**src/rtl/rotary_ctrl_pkg.sv**
```systemverilog
// Shared types and constants for the rotary operand controller.
package rotary_ctrl_pkg;

    typedef enum logic [1:0] {
        EDIT_A = 2'b00,
        EDIT_B = 2'b01,
        HOLD   = 2'b10
    } edit_state_t;

    localparam logic DIR_INC = 1'b1;
    localparam logic DIR_DEC = 1'b0;

endpackage

```
**src/rtl/btn_debounce.sv**
```systemverilog
// Push-button debouncer: a level change on the raw input is accepted only after
// it has been held for DEBOUNCE_CYCLES consecutive clocks; an accepted rising
// edge produces a one-cycle press pulse.
module btn_debounce
    import rotary_ctrl_pkg::*;
#(
    parameter int DEBOUNCE_CYCLES = 50000
) (
    input  logic clk,
    input  logic rst_n,
    input  logic raw,
    output logic level,
    output logic press
);

    localparam int CNT_W = (DEBOUNCE_CYCLES > 2) ? $clog2(DEBOUNCE_CYCLES) : 1;
    localparam logic [CNT_W-1:0] CNT_MAX = CNT_W'(DEBOUNCE_CYCLES - 1);

    logic [CNT_W-1:0] cnt;

    // Count how long the raw input has disagreed with the accepted level; flip once it has been stable long enough.
    always_ff @(posedge clk) begin
        if (!rst_n) begin
            cnt   <= '0;
            level <= 1'b0;
            press <= 1'b0;
        end else begin
            press <= 1'b0;
            if (raw == level) begin
                cnt <= '0;
            end else if (cnt == CNT_MAX) begin
                level <= raw;
                press <= raw;
                cnt   <= '0;
            end else begin
                cnt <= cnt + 1'b1;
            end
        end
    end

endmodule

```
**src/rtl/rotary_operand_ctrl.sv**
```systemverilog
// Rotary operand controller: turns encoder detents into +1/-1 steps on operand A
// or B, with a debounced select button cycling EDIT_A -> EDIT_B -> HOLD.
// Optional macro SATURATE_EN: steps clamp at 0 and 2^WIDTH-1 instead of wrapping.
module rotary_operand_ctrl
    import rotary_ctrl_pkg::*;
#(
    parameter int WIDTH           = 7,
    parameter int DEBOUNCE_CYCLES = 50000
) (
    input  logic             clk,
    input  logic             rst_n,
    input  logic             rotation_event,
    input  logic             rotation_direction,
    input  logic             sel_btn,
    input  logic             clr,
    output logic [WIDTH-1:0] op_a,
    output logic [WIDTH-1:0] op_b,
    output logic [1:0]       edit_sel,
    output logic             step_pulse
);

    edit_state_t      state_q, state_d;
    logic             ev_q;
    logic             rot_edge;
    logic             btn_level;
    logic             btn_press;
    logic             btn_adv;
    logic [WIDTH-1:0] op_a_q, op_a_d;
    logic [WIDTH-1:0] op_b_q, op_b_d;
    logic [WIDTH-1:0] target;
    logic [WIDTH-1:0] stepped;
    logic             clamp;
    logic             step_d;

    btn_debounce #(
        .DEBOUNCE_CYCLES(DEBOUNCE_CYCLES)
    ) u_debounce (
        .clk  (clk),
        .rst_n(rst_n),
        .raw  (sel_btn),
        .level(btn_level),
        .press(btn_press)
    );

    assign rot_edge = rotation_event & ~ev_q;
    // A press only ever coincides with a freshly accepted high level; qualifying on both keeps the FSM tied to the debounced state.
    assign btn_adv  = btn_press & btn_level;

    // Cycle through the edit modes on each accepted button press.
    always_comb begin
        state_d = state_q;
        unique case (state_q)
            EDIT_A:  if (btn_adv) state_d = EDIT_B;
            EDIT_B:  if (btn_adv) state_d = HOLD;
            HOLD:    if (btn_adv) state_d = EDIT_A;
            default: state_d = EDIT_A;
        endcase
    end

    // Compute the next operand values; clear wins over a rotation step, and HOLD ignores rotation.
    always_comb begin
        op_a_d  = op_a_q;
        op_b_d  = op_b_q;
        step_d  = 1'b0;
        target  = (state_q == EDIT_A) ? op_a_q : op_b_q;
        stepped = (rotation_direction == DIR_INC) ? target + WIDTH'(1) : target - WIDTH'(1);
`ifdef SATURATE_EN
        clamp   = (rotation_direction == DIR_INC) ? (target == '1) : (target == '0);
`else
        clamp   = 1'b0;
`endif
        if (clr) begin
            op_a_d = '0;
            op_b_d = '0;
        end else if (rot_edge && (state_q != HOLD) && !clamp) begin
            step_d = 1'b1;
            if (state_q == EDIT_A) begin
                op_a_d = stepped;
            end else begin
                op_b_d = stepped;
            end
        end
    end

    // Register the edge detector, mode, operands and step pulse.
    always_ff @(posedge clk) begin
        if (!rst_n) begin
            ev_q       <= 1'b0;
            state_q    <= EDIT_A;
            op_a_q     <= '0;
            op_b_q     <= '0;
            step_pulse <= 1'b0;
        end else begin
            ev_q       <= rotation_event;
            state_q    <= state_d;
            op_a_q     <= op_a_d;
            op_b_q     <= op_b_d;
            step_pulse <= step_d;
        end
    end

    assign op_a     = op_a_q;
    assign op_b     = op_b_q;
    assign edit_sel = state_q;

endmodule

```
**config.mk**
```make
export PLATFORM = sky130hd
export DESIGN_NAME = rotary_operand_ctrl
export DESIGN_NICKNAME = d
export VERILOG_FILES = /design/src/rtl/rotary_ctrl_pkg.sv /design/src/rtl/btn_debounce.sv /design/src/rtl/rotary_operand_ctrl.sv
export SDC_FILE = /design/constraint.sdc
export NUM_CORES = 1
export LEC_CHECK = 0
export CAP_MARGIN = 20
export CELL_PAD_IN_SITES_DETAIL_PLACEMENT = 1
export CELL_PAD_IN_SITES_GLOBAL_PLACEMENT = 1
export CORE_UTILIZATION = 42
export DETAILED_ROUTE_END_ITERATION = 16
export GPL_TIMING_DRIVEN = 0
export HOLD_SLACK_MARGIN = 0.03
export MAX_ROUTING_LAYER = met4
export PLACE_DENSITY_LB_ADDON = 0.1
export REMOVE_ABC_BUFFERS = 1
export SLEW_MARGIN = 10
export SYNTH_ARGS = -nofsm -noshare
export SYNTH_HDL_FRONTEND = slang
export SYNTH_SLANG_ARGS = --single-unit
```
**constraint.sdc**
```tcl
create_clock -name clk -period 2.59 [get_ports clk]
set_input_delay 0.518 -clock clk [delete_from_list [all_inputs] [get_ports clk]]
set_output_delay 0.518 -clock clk [all_outputs]
set_load 0.1 [all_outputs]
```
==> run summary, run 1 <==
status -> completed
Total Routing Usage GR -> 0.225
Tmin final -> 2.42 ns
Synth Instances -> 221
Hold WS -> 0.449 ns
FF-to-FF path depth -> 7
Fin. Hold Viols -> 0
Tap Count -> 52
fin worst setup slack -> 0.166 ns
Final GP Congestion -> 0.843
setup slack, reg-to-reg -> 0.17 ns
Initial DRC Count -> 85
largest net degree at the start of global routing -> 17
count leader, synth -> dfxtp_1
Reg area -> 722 sq um
Chip Area, Yosys -> 0.00196 sq mm
Pwr Total -> 1.22 mW
Crit. Startpoint -> edit_sel[1]$_SDFFE_PN0P_
global-route wire length before repair -> 8.61 mm
Reg power frac -> 0.466
Synth Seq Share -> 0.367
registers -> 36
max-slew violations -> 0
Worst-Margin Slew -> 0.984 ns
crit path DRT -> 2.80 ns
setup TNS -> 0 ns
highest routed layer -> met4
Yosys top cell by area -> dfxtp_1
drt pass-1 iters -> 4
Synth Flop Type -> dfxtp_1
IO Count -> 23
fmax -> 0.413 GHz
most used routing layer in global routing -> met2
Setup crit start kind -> flip-flop
clock network power -> 490 uW
Pwr Density -> 525 mW/mm^2
sequential group power -> 567 uW
## run 1: worst max-delay path, stage by stage, from the launching register on
cell and delay, ns:
dfxtp_1 0.41, or3b_2 0.53, and2_1 0.20, fa_1 0.47, nor2b_4 0.19, o2111ai_1 0.17, o211ai_2 0.15, mux2i_1 0.22
## run 1: logic make-up (layout without fill, tap and decap cells)
kind of cell,count (synthesis),after routing,share of synthesized area
AND/OR/NAND/NOR,100,100,0.291
AND-OR/OR-AND,39,39,0.134
flip-flops,36,36,0.367
XOR/XNOR,16,16,0.0714
buffers and inverters,14,34,0.0389
multiplexers,9,9,0.0491
adder cells (fa/ha/maj),7,7,0.0485
## run 1: cell usage in the layout (no fill, tap or decap), types with 2 or more instances in the layout
cell,instances
dfxtp_1,35
nor2_1,20
clkdlybuf4s50_1,19
nand2_1,17
nand3_1,13
xor2_1,10
a21oi_1,8
o21ai_0,7
nand4_1,6
xnor2_1,6
ha_1,6
and2_1,5
mux2_2,5
clkbuf_8,5
inv_1,4
mux2i_1,4
nor2b_1,4
o21a_1,4
nor3_1,4
o211ai_1,4
and3_1,3
and4_1,3
or3_1,3
nand2b_1,3
o31ai_1,3
nor4b_1,2
or2_2,2
nor4b_2,2
o2111ai_1,2
a31oi_1,2
a211oi_1,2
dlymetal6s2s_1,2
## run 1: flip-flops by register name (all words and copies together) (netlist names)
signal	count
ev_q	1
edit_sel	2
op_a	7
u_debounce.level	1
u_debounce.press	1
op_b	7
u_debounce.cnt	16
step_pulse	1
## run 1: what timing repair did
item                       in CTS  in global routing
gates resized                   2                  7
cloned                          0                  0
setup endpoints to repair       8                  8
hold endpoints to repair        0                  0
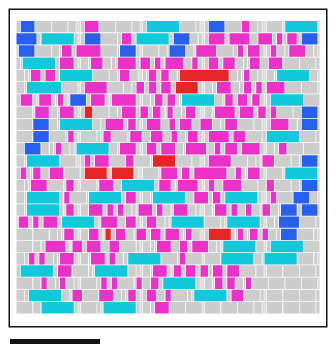
(run_1/class_map.png)
Bar = 20 microns. Fill, decap, tap and diode cells in grey.
Key: clock drivers and dummy loads = red [cells 8]; remaining buffers and delay cells = blue [cells 22]; remaining logic cells = magenta [cells 175]; sequential cells = cyan [cells 36]
core area: 0.00441 sq mm
fin util: 0.525
Rows: 24

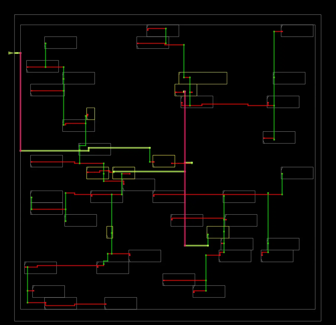
(run_1/clock_nets.png)
Latency at later pin: 0.29 ns
CTS buffer count: 5
Worst Skew: 0.00697 ns
clock buffers: 6

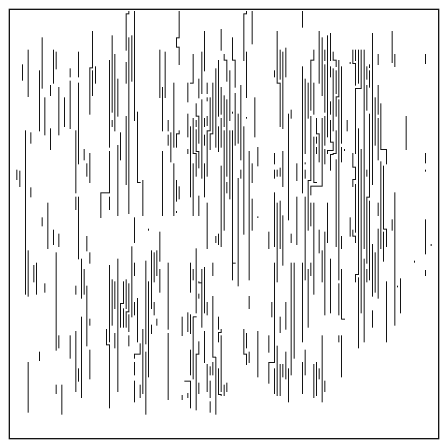
(run_1/m2.png)
The layer holds 48% of the routed length. The longest straight run is 32.6 microns. The layer carries 2380 microns of wire. 224 nets have wire on it. The wires run mostly vertical.
met2 Use GR: 0.375
vias: 1715
Routed WL: 4.94 mm

==> run_1/gates.png <==
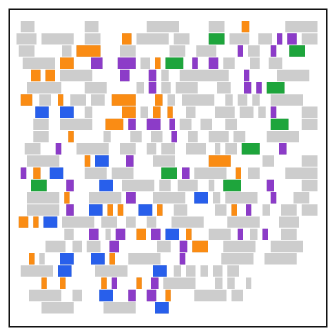

==> inputs of run 2 (changes only) <==
--- a/config.mk
+++ b/config.mk
@@ -5,6 +5,7 @@
 export SDC_FILE = /design/constraint.sdc
 export NUM_CORES = 1
 export LEC_CHECK = 0
+export ABC_CLOCK_PERIOD_IN_PS = 2400
 export CAP_MARGIN = 20
 export CELL_PAD_IN_SITES_DETAIL_PLACEMENT = 1
 export CELL_PAD_IN_SITES_GLOBAL_PLACEMENT = 1
==> constraint.sdc (replaced) <==
create_clock -name clk -period 2.4 [get_ports clk]
set_input_delay 0.48 -clock clk [delete_from_list [all_inputs] [get_ports clk]]
set_output_delay 0.48 -clock clk [all_outputs]
set_load 0.1 [all_outputs]
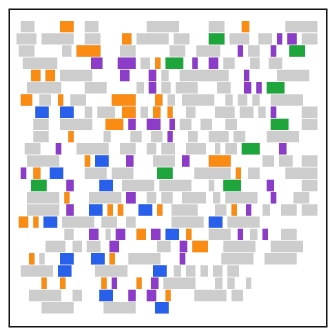
(run_2/gates.png)
Key: nand cells = purple [cells 42, most used nand2_1]; xor and xnor cells = blue [cells 16, most used xor2_1]; mux cells = green [cells 9, most used mux2_2]; nor cells = orange [cells 37, most used nor2_1]

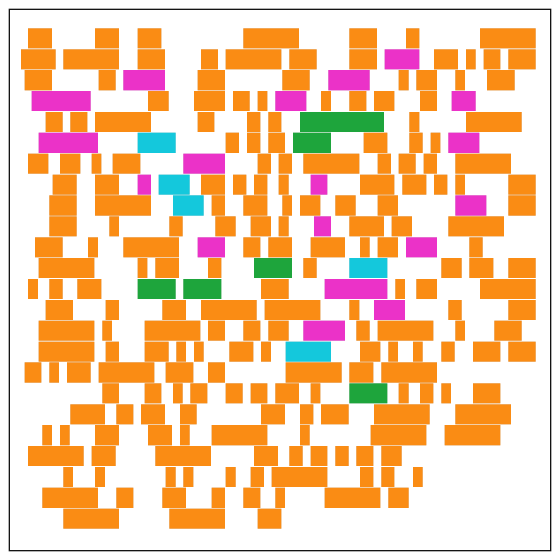
(run_2/sizing.png)
Key: x3 and x4 = cyan [cells 5, share 2.1%]; x2 = magenta [cells 18, share 7.5%, most used mux2_2]; x6 and larger = green [cells 6, share 2.5%, most used clkbuf_8]; x1 and smaller = orange [cells 212, share 88%, most used dfxtp_1]

==> run 2 against run 1 <==
Compared with the run above:
- first-iteration DRC count is 1.2% higher
- worst hold slack hardly changed
- die area stayed put
- clock power is 7.8% higher
- non-clock buffer count stayed put
- clock skew hardly changed
- area after synthesis stayed put
- total power is 8.1% higher
- critical path type is now flip-flop to output pin
- critical endpoint is now op_a[0]
- largest power group unchanged
==> run summary, run 2 <==
status -> completed
Setup crit start kind -> flip-flop
FF-to-FF path depth -> 7 (unchanged)
Routed WL -> 4.98 mm (+0.83%)
Pwr Total -> 1.31 mW (+8.1%)
drt pass-1 iters -> 4 (unchanged)
IO Count -> 23 (unchanged)
largest net degree at the start of global routing -> 17 (unchanged)
most numerous logic cell after layout -> dfxtp_1
Initial DRC Count -> 86 (+1.2%)
Total Routing Usage GR -> 0.225 (+0.000312)
count leader, synth -> dfxtp_1
Final GP Congestion -> 0.843 (unchanged)
CP Cell Sequence -> clkdlybuf4s50_1
fa+ha+maj area frac -> 0.0485 (unchanged)
met2 Use GR -> 0.377 (+0.00212)
comb area leader -> simple AND/OR/NAND/NOR gates
Fin. Hold Viols -> 0 (unchanged)
yosys aoi share -> 0.134 (unchanged)
Largest register FFs -> 16 (unchanged)
critical path depth -> 1 (-6)
CP max stage delay -> 1.15 ns (+0.62 ns)
most used routing layer in global routing -> met2
CP max stage cell -> clkdlybuf4s50_1
CP bufs+invs -> 1 (+1)
global-route wire length before repair -> 8.61 mm (unchanged)
setup TNS -> 0 ns (unchanged)
Worst path top cell family by delay -> buffers and inverters
Worst-Margin Slew -> 0.988 ns (+0.00351 ns)
Basic Gates by Area -> 0.291 (unchanged)
Tmin final -> 2.29 ns
Synth Seq Share -> 0.367 (unchanged)
CTS buffer count -> 5 (unchanged)
fin util -> 0.528 (+0.00340)
==> run 2: cell counts after synthesis <==
No cell type changed its count.
==> run 2: final cells by class <==
type | count | area, sq um | share of cell area
Multi-Input combinational cell | 171 | 1200 | 0.515
Timing Repair Buffer | 22 | 220 | 0.0944
Clock inverter | 2 | 35.0 | 0.0150
Tap cell | 52 | 65.1 | 0.0279
Inverter | 4 | 15.0 | 0.00644
Sequential cell | 36 | 723 | 0.310
Clock buffer | 6 | 72.6 | 0.0311
==> run 2: worst paths after layout <==
kind	start	to
max	op_a[0]$_SDFFE_PP0P_	op_a[0]
min	u_debounce.cnt[0]$_SDFF_PP0_	u_debounce.cnt[0]$_SDFF_PP0_
max reg2reg	edit_sel[1]$_SDFFE_PN0P_	op_b[6]$_SDFFE_PP0P_
min reg2reg	u_debounce.cnt[0]$_SDFF_PP0_	u_debounce.cnt[0]$_SDFF_PP0_
==> run 2: what timing repair did <==
item                                    4_1_cts  5_1_grt
resized                                      10        5
pin swaps                                     0        2
endpoints found under the setup margin       10        5
==> run 2: power breakdown <==
| part | leakage, nW | total, mW | internal (mW) | switching [mW] |
|---|---|---|---|---|
| clock | 0.0552 | 0.528 | 0.308 | 0.220 |
| combinational | 0.496 | 0.174 | 0.0610 | 0.113 |
| sequential | 0.292 | 0.612 | 0.605 | 0.00644 |
| total | 0.843 | 1.31 | 0.975 | 0.340 |
==> run 2: routing by layer <==
metal,up-vias,wire length [microns]
li1,834,-
met5,-,0
met4,0,72
met1,835,2290
met3,8,209
met2,48,2410
==> run 2: through the flow <==
stage	hold WS, ns	setup WS (ns)
floorplan	0.413	-0.552
global placement	0.424	-0.267
detailed placement	0.441	-0.335
CTS	0.457	0.00843
global route	0.494	0.0111
finish	0.449	0.112
Power is estimated from default activity; no workload was simulated.
